## src/rtl/freq_gen_pkg.sv

```systemverilog
// Shared constants and types for the freq_gen_nco waveform generator.
package freq_gen_pkg;

  localparam int unsigned DEFAULT_ACC_W = 32;
  localparam int unsigned DEFAULT_CNT_W = 32;
  localparam int unsigned AVS_ADDR_W    = 3;
  localparam int unsigned AVS_DATA_W    = 32;

  // Avalon-MM register map
  localparam logic [AVS_ADDR_W-1:0] ADDR_CTRL   = 3'd0;
  localparam logic [AVS_ADDR_W-1:0] ADDR_FTW    = 3'd1;
  localparam logic [AVS_ADDR_W-1:0] ADDR_DUTY   = 3'd2;
  localparam logic [AVS_ADDR_W-1:0] ADDR_BURST  = 3'd3;
  localparam logic [AVS_ADDR_W-1:0] ADDR_STATUS = 3'd4;
  localparam logic [AVS_ADDR_W-1:0] ADDR_PCOUNT = 3'd5;

  // Register bit positions
  localparam int unsigned CTRL_EN_BIT   = 0;
  localparam int unsigned STAT_BUSY_BIT = 0;
  localparam int unsigned STAT_DONE_BIT = 1;

  typedef enum logic [1:0] {
    ST_IDLE = 2'd0,
    ST_RUN  = 2'd1,
    ST_DONE = 2'd2
  } state_e;

  typedef struct packed {
    logic done;
    logic busy;
  } status_t;

  // Pack the status flags into a read word at their documented bit positions.
  function automatic logic [AVS_DATA_W-1:0] status_word(input status_t s);
    logic [AVS_DATA_W-1:0] w;
    w                = '0;
    w[STAT_BUSY_BIT] = s.busy;
    w[STAT_DONE_BIT] = s.done;
    return w;
  endfunction

endpackage

```

## src/rtl/freq_gen_nco_core.sv

```systemverilog
// Phase accumulator with carry-based period detection, duty compare and
// boundary-synchronous reload of the active FTW/DUTY registers.
import freq_gen_pkg::*;

module freq_gen_nco_core #(
  parameter int unsigned ACC_W = DEFAULT_ACC_W
) (
  input  logic             clk,
  input  logic             rst_n,
  input  logic             start_i,
  input  logic             run_i,
  input  logic [ACC_W-1:0] ftw_stg_i,
  input  logic [ACC_W-1:0] duty_stg_i,
  output logic             boundary_c_o,
  output logic             below_duty_c_o
);

  logic [ACC_W-1:0] acc_q, acc_d;
  logic [ACC_W-1:0] ftw_act_q, ftw_act_d;
  logic [ACC_W-1:0] duty_act_q, duty_act_d;
  logic [ACC_W:0]   sum_c;

  // Next accumulator value; active registers only change on start or a carry.
  always_comb begin
    sum_c        = {1'b0, acc_q} + {1'b0, ftw_act_q};
    acc_d        = '0;
    ftw_act_d    = ftw_act_q;
    duty_act_d   = duty_act_q;
    boundary_c_o = 1'b0;
    if (start_i) begin
      ftw_act_d  = ftw_stg_i;
      duty_act_d = duty_stg_i;
    end else if (run_i) begin
      acc_d        = sum_c[ACC_W-1:0];
      boundary_c_o = sum_c[ACC_W];
      if (sum_c[ACC_W]) begin
        ftw_act_d  = ftw_stg_i;
        duty_act_d = duty_stg_i;
      end
    end
  end

  assign below_duty_c_o = (acc_q < duty_act_q);

  // Accumulator and active-register storage.
  always_ff @(posedge clk) begin
    if (!rst_n) begin
      acc_q      <= '0;
      ftw_act_q  <= '0;
      duty_act_q <= '0;
    end else begin
      acc_q      <= acc_d;
      ftw_act_q  <= ftw_act_d;
      duty_act_q <= duty_act_d;
    end
  end

endmodule

```

## src/rtl/freq_gen_nco.sv

```systemverilog
// Avalon-MM programmable square/pulse generator (continuous or N-period burst).
// Optional coe_sync period-trigger output: define FREQ_GEN_SYNC_OUT_EN.
import freq_gen_pkg::*;

module freq_gen_nco #(
  parameter int unsigned ACC_W = DEFAULT_ACC_W,
  parameter int unsigned CNT_W = DEFAULT_CNT_W
) (
  input  logic                  csi_clk,
  input  logic                  csi_reset_n,
  input  logic                  avs_chipselect,
  input  logic [AVS_ADDR_W-1:0] avs_address,
  input  logic                  avs_write,
  input  logic [AVS_DATA_W-1:0] avs_writedata,
  input  logic                  avs_read,
  output logic [AVS_DATA_W-1:0] avs_readdata,
  output logic                  coe_wave_out,
  output logic                  coe_busy
`ifdef FREQ_GEN_SYNC_OUT_EN
  ,
  output logic                  coe_sync
`endif
);

  state_e           state_q, state_d;
  logic             ctrl_q;
  logic [ACC_W-1:0] ftw_stg_q;
  logic [ACC_W-1:0] duty_stg_q;
  logic [CNT_W-1:0] burst_stg_q;
  logic [CNT_W-1:0] pcount_q, pcount_d;
  logic [CNT_W-1:0] pcount_inc_c;
  logic             done_q, done_d;
  logic             wave_q, wave_d;
  logic             busy_q, busy_d;
  logic             wr_c, ctrl_wr_c, en_c;
  logic             start_c, run_c;
  logic             boundary_c, below_duty_c;
  status_t          status_c;

  assign wr_c      = avs_chipselect && avs_write;
  assign ctrl_wr_c = wr_c && (avs_address == ADDR_CTRL);
  assign en_c      = avs_writedata[CTRL_EN_BIT];
  assign run_c     = (state_q == ST_RUN);

  freq_gen_nco_core #(
    .ACC_W (ACC_W)
  ) u_core (
    .clk            (csi_clk),
    .rst_n          (csi_reset_n),
    .start_i        (start_c),
    .run_i          (run_c),
    .ftw_stg_i      (ftw_stg_q),
    .duty_stg_i     (duty_stg_q),
    .boundary_c_o   (boundary_c),
    .below_duty_c_o (below_duty_c)
  );

  // Staging registers written by software; the core picks them up at boundaries.
  always_ff @(posedge csi_clk) begin
    if (!csi_reset_n) begin
      ctrl_q      <= 1'b0;
      ftw_stg_q   <= '0;
      duty_stg_q  <= '0;
      burst_stg_q <= '0;
    end else if (wr_c) begin
      unique case (avs_address)
        ADDR_CTRL:  ctrl_q      <= en_c;
        ADDR_FTW:   ftw_stg_q   <= avs_writedata[ACC_W-1:0];
        ADDR_DUTY:  duty_stg_q  <= avs_writedata[ACC_W-1:0];
        ADDR_BURST: burst_stg_q <= avs_writedata[CNT_W-1:0];
        default:    ;
      endcase
    end
  end

  // Next-state, period counter and output decode; abort overrides a final boundary.
  always_comb begin
    state_d      = state_q;
    done_d       = done_q;
    pcount_d     = pcount_q;
    start_c      = 1'b0;
    pcount_inc_c = pcount_q + CNT_W'(1);
    unique case (state_q)
      ST_IDLE, ST_DONE: begin
        if (ctrl_wr_c && en_c) begin
          state_d  = ST_RUN;
          done_d   = 1'b0;
          pcount_d = '0;
          start_c  = 1'b1;
        end else if (ctrl_wr_c && (state_q == ST_DONE)) begin
          state_d = ST_IDLE;
          done_d  = 1'b0;
        end
      end
      ST_RUN: begin
        if (boundary_c) begin
          if (!(&pcount_q)) begin
            pcount_d = pcount_inc_c;
          end
          if ((burst_stg_q != '0) && (pcount_inc_c == burst_stg_q)) begin
            state_d = ST_DONE;
            done_d  = 1'b1;
          end
        end
        if (ctrl_wr_c && !en_c) begin
          state_d = ST_IDLE;
          done_d  = 1'b0;
        end
      end
      default: state_d = ST_IDLE;
    endcase
    wave_d = run_c && below_duty_c;
    busy_d = (state_d == ST_RUN);
  end

  // State, counter and registered conduit outputs.
  always_ff @(posedge csi_clk) begin
    if (!csi_reset_n) begin
      state_q  <= ST_IDLE;
      done_q   <= 1'b0;
      pcount_q <= '0;
      wave_q   <= 1'b0;
      busy_q   <= 1'b0;
    end else begin
      state_q  <= state_d;
      done_q   <= done_d;
      pcount_q <= pcount_d;
      wave_q   <= wave_d;
      busy_q   <= busy_d;
    end
  end

  assign coe_wave_out = wave_q;
  assign coe_busy     = busy_q;

`ifdef FREQ_GEN_SYNC_OUT_EN
  logic bnd_q;
  logic sync_q;

  // One-clock trigger on the edge after each boundary, aligned with the new period.
  always_ff @(posedge csi_clk) begin
    if (!csi_reset_n) begin
      bnd_q  <= 1'b0;
      sync_q <= 1'b0;
    end else begin
      bnd_q  <= boundary_c;
      sync_q <= bnd_q;
    end
  end

  assign coe_sync = sync_q;
`endif

  // Combinational read mux; unselected or unmapped reads return zero.
  always_comb begin
    status_c      = '{done: done_q, busy: busy_q};
    avs_readdata  = '0;
    if (avs_chipselect && avs_read) begin
      unique case (avs_address)
        ADDR_CTRL:   avs_readdata = AVS_DATA_W'(ctrl_q);
        ADDR_FTW:    avs_readdata = AVS_DATA_W'(ftw_stg_q);
        ADDR_DUTY:   avs_readdata = AVS_DATA_W'(duty_stg_q);
        ADDR_BURST:  avs_readdata = AVS_DATA_W'(burst_stg_q);
        ADDR_STATUS: avs_readdata = status_word(status_c);
        ADDR_PCOUNT: avs_readdata = AVS_DATA_W'(pcount_q);
        default:     avs_readdata = '0;
      endcase
    end
  end

endmodule
```

## config.mk

```make
export PLATFORM = sky130hd
export DESIGN_NAME = freq_gen_nco
export DESIGN_NICKNAME = d
export VERILOG_FILES = /design/src/rtl/freq_gen_pkg.sv /design/src/rtl/freq_gen_nco_core.sv /design/src/rtl/freq_gen_nco.sv
export SDC_FILE = /design/constraint.sdc
export NUM_CORES = 1
export LEC_CHECK = 0
export CAP_MARGIN = 25
export CORE_ASPECT_RATIO = 1.5
export CORE_UTILIZATION = 31
export DETAILED_ROUTE_END_ITERATION = 12
export PLACE_DENSITY_LB_ADDON = 0.1
export SKIP_CTS_REPAIR_TIMING = 1
export SYNTH_ARGS = -nofsm -noshare
export SYNTH_HDL_FRONTEND = slang
export SYNTH_SLANG_ARGS = --single-unit
```

## constraint.sdc

```tcl
create_clock -name csi_clk -period 4.38 [get_ports csi_clk]
set_input_delay 0.876 -clock csi_clk [delete_from_list [all_inputs] [get_ports csi_clk]]
set_output_delay 0.876 -clock csi_clk [all_outputs]
set_load 0.05 [all_outputs]
```

Fig. 1: run 1, cells coloured by class
The bar under the picture is 50 µm long. Fill, decap, tap and diode cells in grey.
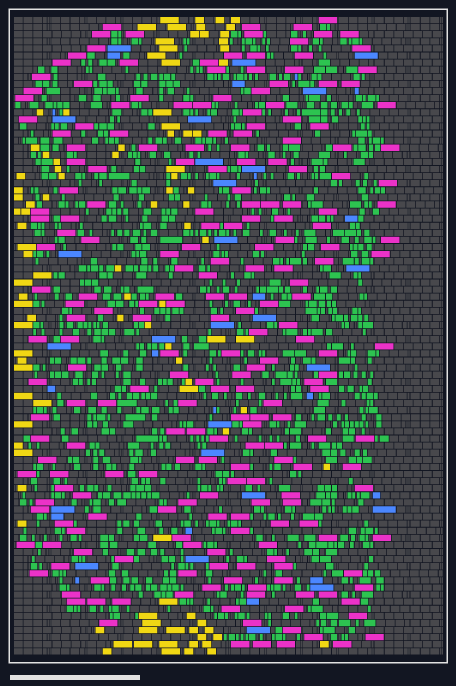
Key: clock drivers and dummy loads = blue [cells 44, share of their area 5.7%]; all other logic = green [cells 1260, share of their area 53%]; other buffers and delay cells = yellow [cells 103, share of their area 9.0%]; flip-flops = magenta [cells 230, share of their area 32%]
standard-cell row count: 90
final core occ: 0.3734
core region area: 0.04031 mm²

Fig. 2: run 1, signal wires on met2
The bar under the picture is 50 µm long.
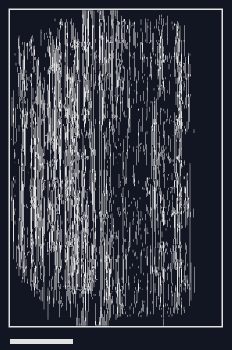
The wires run mostly vertical. The layer carries 21.3 mm of wire. The layer holds 49% of the routed length.

Fig. 3: run 1, power grid
Pins as bars on the die edge. Tap cells in grey.
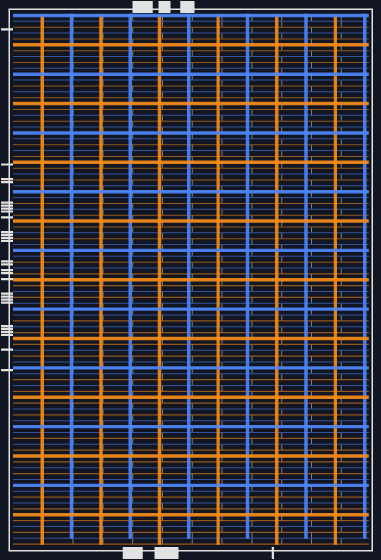
Key: VDD = blue; VSS = orange
12 straps on met4. The core has 90 rows.

## run 1: cells in the final DEF (no fill, tap or decap), types with 39 or more instances in the layout
master                            netlist  routed
sky130_fd_sc_hd__a21boi_0             161     161
sky130_fd_sc_hd__inv_1                 43      43
sky130_fd_sc_hd__dfxtp_1              230     230
sky130_fd_sc_hd__ha_1                  64      64
sky130_fd_sc_hd__clkdlybuf4s50_1        0      40
sky130_fd_sc_hd__nor2_1                49      48
sky130_fd_sc_hd__a22oi_1               64      64
sky130_fd_sc_hd__xnor2_1               39      39
sky130_fd_sc_hd__o21ai_0               55      54
sky130_fd_sc_hd__nand2_1              370     370
sky130_fd_sc_hd__a21oi_1               94      94
==> impl_metrics.yaml, run 1 <==
# yosys + openroad results
status:
  run_status: "finished, final reports clean"
finish:
  combAreaFraction: 0.5008
  n_multi_input_combinational_cell: 1217
  num-clock-buffers: 36
  ff_latch_area_mm2: 0.004604
  drive_above_1_share: 0.07453
grt:
  grt_pass1_wl_mm: 66.92
  antenna_found_initial: 0
  maximum_number_of_pins_on_one_net_before_global_route_repair: 169
  track_usage: 0.2057
drt:
  met1Wirelength_mm: 19.28
  first_pass_iters: 5
  remaining_drc_errors: 0
  final_antenna_net_count: 0
  route.final.wire_length_mm: 43.12
critical_path:
  critical_path.n_buffers_inverters: 3
  crit_path_end: "avs_readdata[9]"
  critPathMaxFanout: 33
  crit_cells: 6
  critPathArrivalTime_ps: 2970
  worstPathRequired_ps: 3500
sta:
  setup_tns_ps: 0
  fmax_mhz: 260.3
  post_route_worst_hold_slack_ps: 459.7
  grt_setup_unrepaired: "false"
  final_critical_period_ps: 3842
  timing.final.hold_violations: 0
  fin_skew_ps: 18.32
  final-max-slew-violation-count: 0
  timing_worst_slew_pin_value_ps: 821.7
power_and_ir_drop:
  power.leakage_uw: 0.005196
  power.switching_uw: 1067
  power.density_mw_per_mm2: 297.9
  power.internal_uw: 3417
  power.ir.vdd_worst_v: 0.0002352
  power_switching_share: 0.2380
  power.clock.total_uw: 2160
hold_path:
  min_from: "u_core.duty_act_q[4]$_SDFFE_PN0P_"
  hold_path_depth: 2
floorplanning:
  fp_util: 0.3154
  taps: 506
clocking:
  clock_latency_at_the_later_pin_of_the_worst_skew_pair_ps: 540
  cts.sink_count: 230
  tritoncts: "yes"
synthesis:
  synth.cellmix.xorXnorShare: 0.04842
  synth_cells: 1598
  post_synth_tally_of_flip_flops_with_integrated_enable: 0
  syn_area_per_cell_um2: 7.956
  synth_adder_area_share: 0.06456
job:
  max-cap-violations: 0
placed_design:
  buffer_ports.inserted: 73
  dpl.cell_count: 2099
Fig. 4: run 1, cell placement
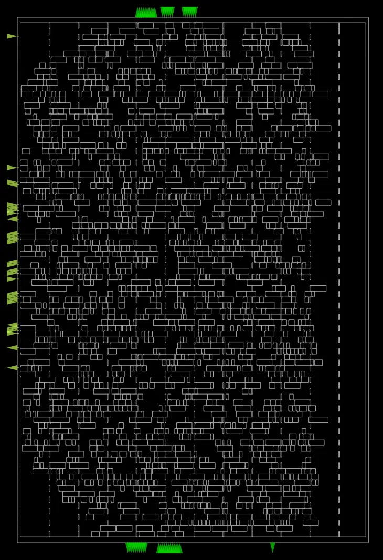

==> run 1 -> run 2 <==
--- a/config.mk
+++ b/config.mk
@@ -5,7 +5,8 @@
 export SDC_FILE = /design/constraint.sdc
 export NUM_CORES = 1
 export LEC_CHECK = 0
-export CAP_MARGIN = 25
+export ABC_AREA = 1
+export CAP_MARGIN = 10
 export CORE_ASPECT_RATIO = 1.5
 export CORE_UTILIZATION = 31
 export DETAILED_ROUTE_END_ITERATION = 12
@@ -13,4 +14,5 @@
 export SKIP_CTS_REPAIR_TIMING = 1
 export SYNTH_ARGS = -nofsm -noshare
 export SYNTH_HDL_FRONTEND = slang
+export SYNTH_HIERARCHICAL = 1
 export SYNTH_SLANG_ARGS = --single-unit
Fig. 5: run 2, cell placement
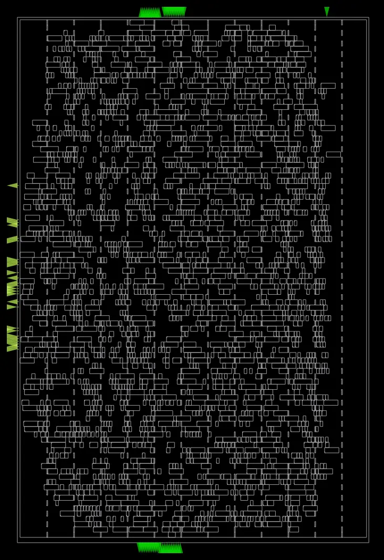
standard-cell row count: 98
final core occ: 0.3676

Fig. 6: run 2, power grid
Pins as bars on the die edge. Tap cells in grey.
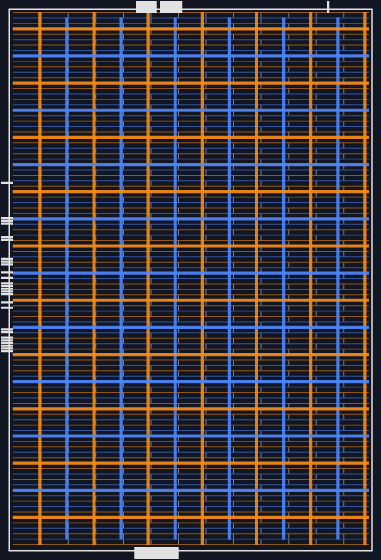
Key: VDD = blue; VSS = orange
600 tap cells. The core has 98 rows. 19 straps on met5. 99 met1 rails follow the rows.
horizontal extent of the die: 181.0 µm
die y size: 270.5 µm
core region area: 0.04758 mm²
worst ir drop on vdd: 0.0002380 V

==> run 2 against run 1 <==
Via count rose by 28%. Final cell count is 36% higher. Critical path depth grew 1. Largest power group unchanged. Highest routed layer unchanged. Global-route usage is 1.8 points higher.
==> impl_metrics.yaml, run 2 <==
# yosys + openroad results
synthesis:
  logic_family: "simple AND/OR/NAND/NOR gates"
  synth_cells: 2258
  synth_adder_area_share: 0.05507
  synth.cellmix.xorXnorShare: 0.01519
  proportion_of_synthesized_chip_area_in_sequential_cells: 0.3089
  post_synth_tally_of_flip_flops_with_integrated_enable: 0
  ys_async_sr_fraction: 0
  simple_gate_share: 0.3438
  yosys_stat_cell_total: 2258
  synth.cellmix.compoundShare: 0.1734
drt:
  drc_marker_count_from_the_first_detailed_route_iteration: 797
  met3WireLength_mm: 1.960
  dr.max_layer_used: "met4"
  met1Wirelength_mm: 22.35
  final_antenna_net_count: 0
  first_pass_iters: 5
  route.final.wire_length_mm: 54.97
  remaining_drc_errors: 0
critical_path:
  critical_path.n_buffers_inverters: 4
  critPathMaxFanout: 13
  crit_cells: 7
  endpoint_kind: "output port"
  worstPathRequired_ps: 3500
  critPathArrivalTime_ps: 2940
  crit_path_end: "avs_readdata[0]"
grt:
  maximum_number_of_pins_on_one_net_before_global_route_repair: 103
  antenna_found_initial: 0
  grtUsageMet1: 0.2565
  track_usage: 0.2241
  grt_pass1_wl_mm: 84.44
placed_design:
  place_hpwl_mm: 42.93
  dpl.cell_count: 2864
  buffer_ports.inserted: 73
job:
  max-cap-violations: 0
  warning_count: 28
power_and_ir_drop:
  total_power_uw: 4902
  power.switching_uw: 1237
  power.leakage_uw: 0.006984
  power.density_mw_per_mm2: 280.3
  power_switching_share: 0.2523
  power.internal_uw: 3665
sta:
  grt_setup_unrepaired: "false"
  fmax_mhz: 262.3
  final-max-slew-violation-count: 0
  timing.final.hold_violations: 0
  timing_worst_slew_pin_value_ps: 771.9
  setup_viol: 0
  final_critical_period_ps: 3812
  post_route_worst_hold_slack_ps: 477.1
  setup_tns_ps: 0
  fin_skew_ps: 32.56
hold_path:
  min_from: "ctrl_q$_SDFFE_PN0P_"
  hold_path_depth: 2
finish:
  final_design_area_no_fill_mm2: 0.01749
  lay_top_cells: "sky130_fd_sc_hd__nand2_1, sky130_fd_sc_hd__nor2_1, sky130_fd_sc_hd__inv_1"
  drive_above_1_share: 0.1320
  final_layout_top_logic_cell: "sky130_fd_sc_hd__nand2_1"
floorplanning:
  fp_util: 0.3133
clocking:
  cts.sink_count: 230
  tritoncts: "yes"
  cts_inserted_buffers: 26
  clock_latency_at_the_later_pin_of_the_worst_skew_pair_ps: 580
status:
  run_status: "finished, final reports clean"
[run 2: power by group through the flow]
stage / sequential, µW / clock [µW] / combinational (µW)
floorplan: 2180 / 0 / 188
global placement: 2190 / 0 / 332
detailed placement: 2190 / 0 / 333
CTS: 2140 / 2500 / 334
global route: 2150 / 2570 / 363
finish: 2140 / 2430 / 333
[run 2: cell type report]
type | instances | area (µm²)
fillers | 5174 | 30090
multi-input cells | 1654 | 8781
flip-flops and latches | 230 | 4604
repair buffers | 102 | 1379
inverters | 278 | 1044
clock buffers | 36 | 758.2
well taps | 600 | 750.7
clock inverters | 10 | 171.4
[run 2: cell families (layout without fill, tap and decap cells)]
logic type	Yosys count	in the layout
compound gates	432	432
xor+xnor	18	18
fa+ha+maj	65	65
buf+inv	374	426
flops	230	230
simple gates	1139	1139
Fig. 7: run 2, cells coloured by class
The bar under the picture is 50 µm long. Fill, decap, tap and diode cells in grey.
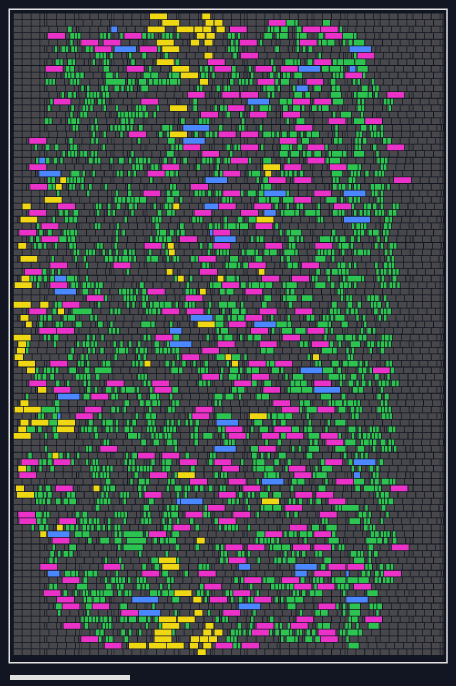

==> run 2 -> run 3 <==
--- a/config.mk
+++ b/config.mk
@@ -9,7 +9,9 @@
 export CAP_MARGIN = 10
 export CORE_ASPECT_RATIO = 1.5
 export CORE_UTILIZATION = 31
+export CTS_CLUSTER_SIZE = 16
 export DETAILED_ROUTE_END_ITERATION = 12
+export GPL_TIMING_DRIVEN = 1
 export PLACE_DENSITY_LB_ADDON = 0.1
 export SKIP_CTS_REPAIR_TIMING = 1
 export SYNTH_ARGS = -nofsm -noshare
==> constraint.sdc (replaced) <==
create_clock -name csi_clk -period 4 [get_ports csi_clk]
set_input_delay 0.8 -clock csi_clk [delete_from_list [all_inputs] [get_ports csi_clk]]
set_output_delay 0.8 -clock csi_clk [all_outputs]
set_load 0.05 [all_outputs]
Fig. 8: run 3, cells coloured by class
The bar under the picture is 50 µm long. Fill, decap, tap and diode cells in grey.
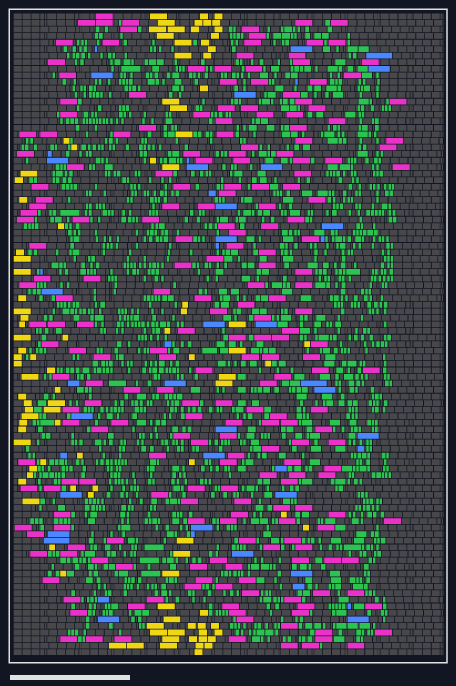
Key: other buffers and delay cells = yellow [cells 104, share of their area 8.1%]; all other logic = green [cells 1932, share of their area 59%]; clock drivers and dummy loads = blue [cells 47, share of their area 5.4%]; flip-flops = magenta [cells 230, share of their area 28%]
flop share of the area: 0.2641
final design instance area without fill: 0.01743 mm²
final core occ: 0.3664

==> run 3 against run 2 <==
Core utilization fell by 0.12 points. Sequential share of layout area increased by 0.085 points. Worst setup slack worse by 130 ps. Critical path depth is 1 higher. Global-route usage grew 0.35 points.
==> impl_metrics.yaml, run 3 <==
# yosys + openroad results
finish:
  drive_above_1_share: 0.1327
  clk_share: 0.05139
  area_share_nonclk_buffers: 0.07781
  signal_buffers: 104
  ff_latch_area_mm2: 0.004604
grt:
  track_usage: 0.2276
  grtUsageMet1: 0.2541
  maximum_number_of_pins_on_one_net_before_global_route_repair: 72
sta:
  timing_worst_slew_pin_value_ps: 1072
  setup_viol: 0
  fmax_mhz: 280.9
  setup_tns_ps: 0
  post_route_worst_hold_slack_ps: 471.8
critical_path:
  critPathMaxFanout: 20
  endpoint_kind: "output port"
  critPathArrivalTime_ps: 2760
floorplanning:
  fp_util: 0.3133
  die_width_um: 181.0
synthesis:
  ys_async_sr_fraction: 0
  yosys_stat_cell_total: 2258
  synth.cellmix.compoundShare: 0.1734
  synth_cells: 2258
  logic_family: "simple AND/OR/NAND/NOR gates"
  post_synth_tally_of_flip_flops_with_integrated_enable: 0
  synth_adder_area_share: 0.05507
power_and_ir_drop:
  power.ir.vdd_worst_v: 0.0002567
  total_power_uw: 5264
hold_path:
  min_from: "ctrl_q$_SDFFE_PN0P_"
  hold_path_depth: 2
drt:
  met3WireLength_mm: 1.866
  dr.max_layer_used: "met4"
  first_pass_iters: 5
  route.final.wire_length_mm: 55.47
  remaining_drc_errors: 0
  met1Wirelength_mm: 22.11
status:
  run_status: "finished, final reports clean"
clocking:
  cts_inserted_buffers: 27
  clock_latency_at_the_later_pin_of_the_worst_skew_pair_ps: 570
job:
  warning_count: 26
placed_design:
  buffer_ports.inserted: 73
Fig. 9: run 3, cell placement
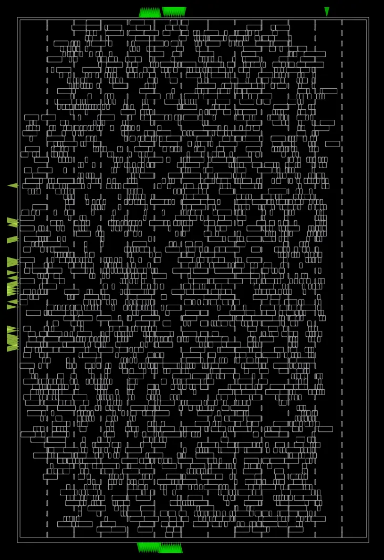
number of sequential storage elements: 230
non-filler instance count after layout: 2913
tap cell count: 600
filler cell count: 5169

## run 3: how the worst max path moves through the flow
| stage | from | end | slack [ps] | cells past startpoint |
|---|---|---|---|---|
| 2_1_floorplan | avs_address[2] | avs_readdata[17] | 580 | 5 |
| 3_3_place_gp | avs_address[1] | avs_readdata[21] | 470 | 9 |
| 3_5_place_dp | avs_address[2] | pcount_q[13]$_SDFFE_PN0P_ | 360 | 12 |
| 4_1_cts | avs_address[1] | avs_readdata[21] | 440 | 9 |
| 5_1_grt | avs_address[2] | avs_readdata[28] | 320 | 8 |
| 6_report | avs_address[2] | avs_readdata[27] | 440 | 8 |
## run 3: where the power goes
part | internal (µW) | switching (µW)
Combinational | 116 | 240
Clock | 1500 | 1050
Sequential | 2320 | 32.5

==> notes/layouts.md <==
Pictures saved along the way, in no particular order.

Routed clock nets over the placement.
(a)
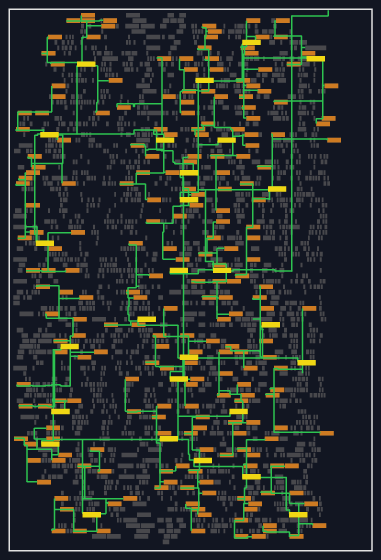
(b)
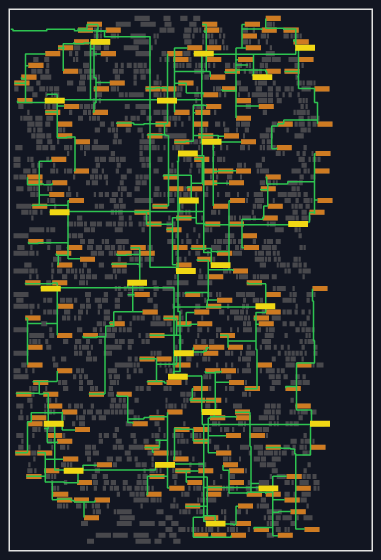
(a) -> run 3
(b) -> run 1

Key to (a):
Key: flip-flops = orange [count 230]; clock wires = green [length 3760 µm]; cells driving clock nets = yellow [count 27]
There are 28 routed clock nets.

No activity file was given, so power comes from the tool's default toggle rates.
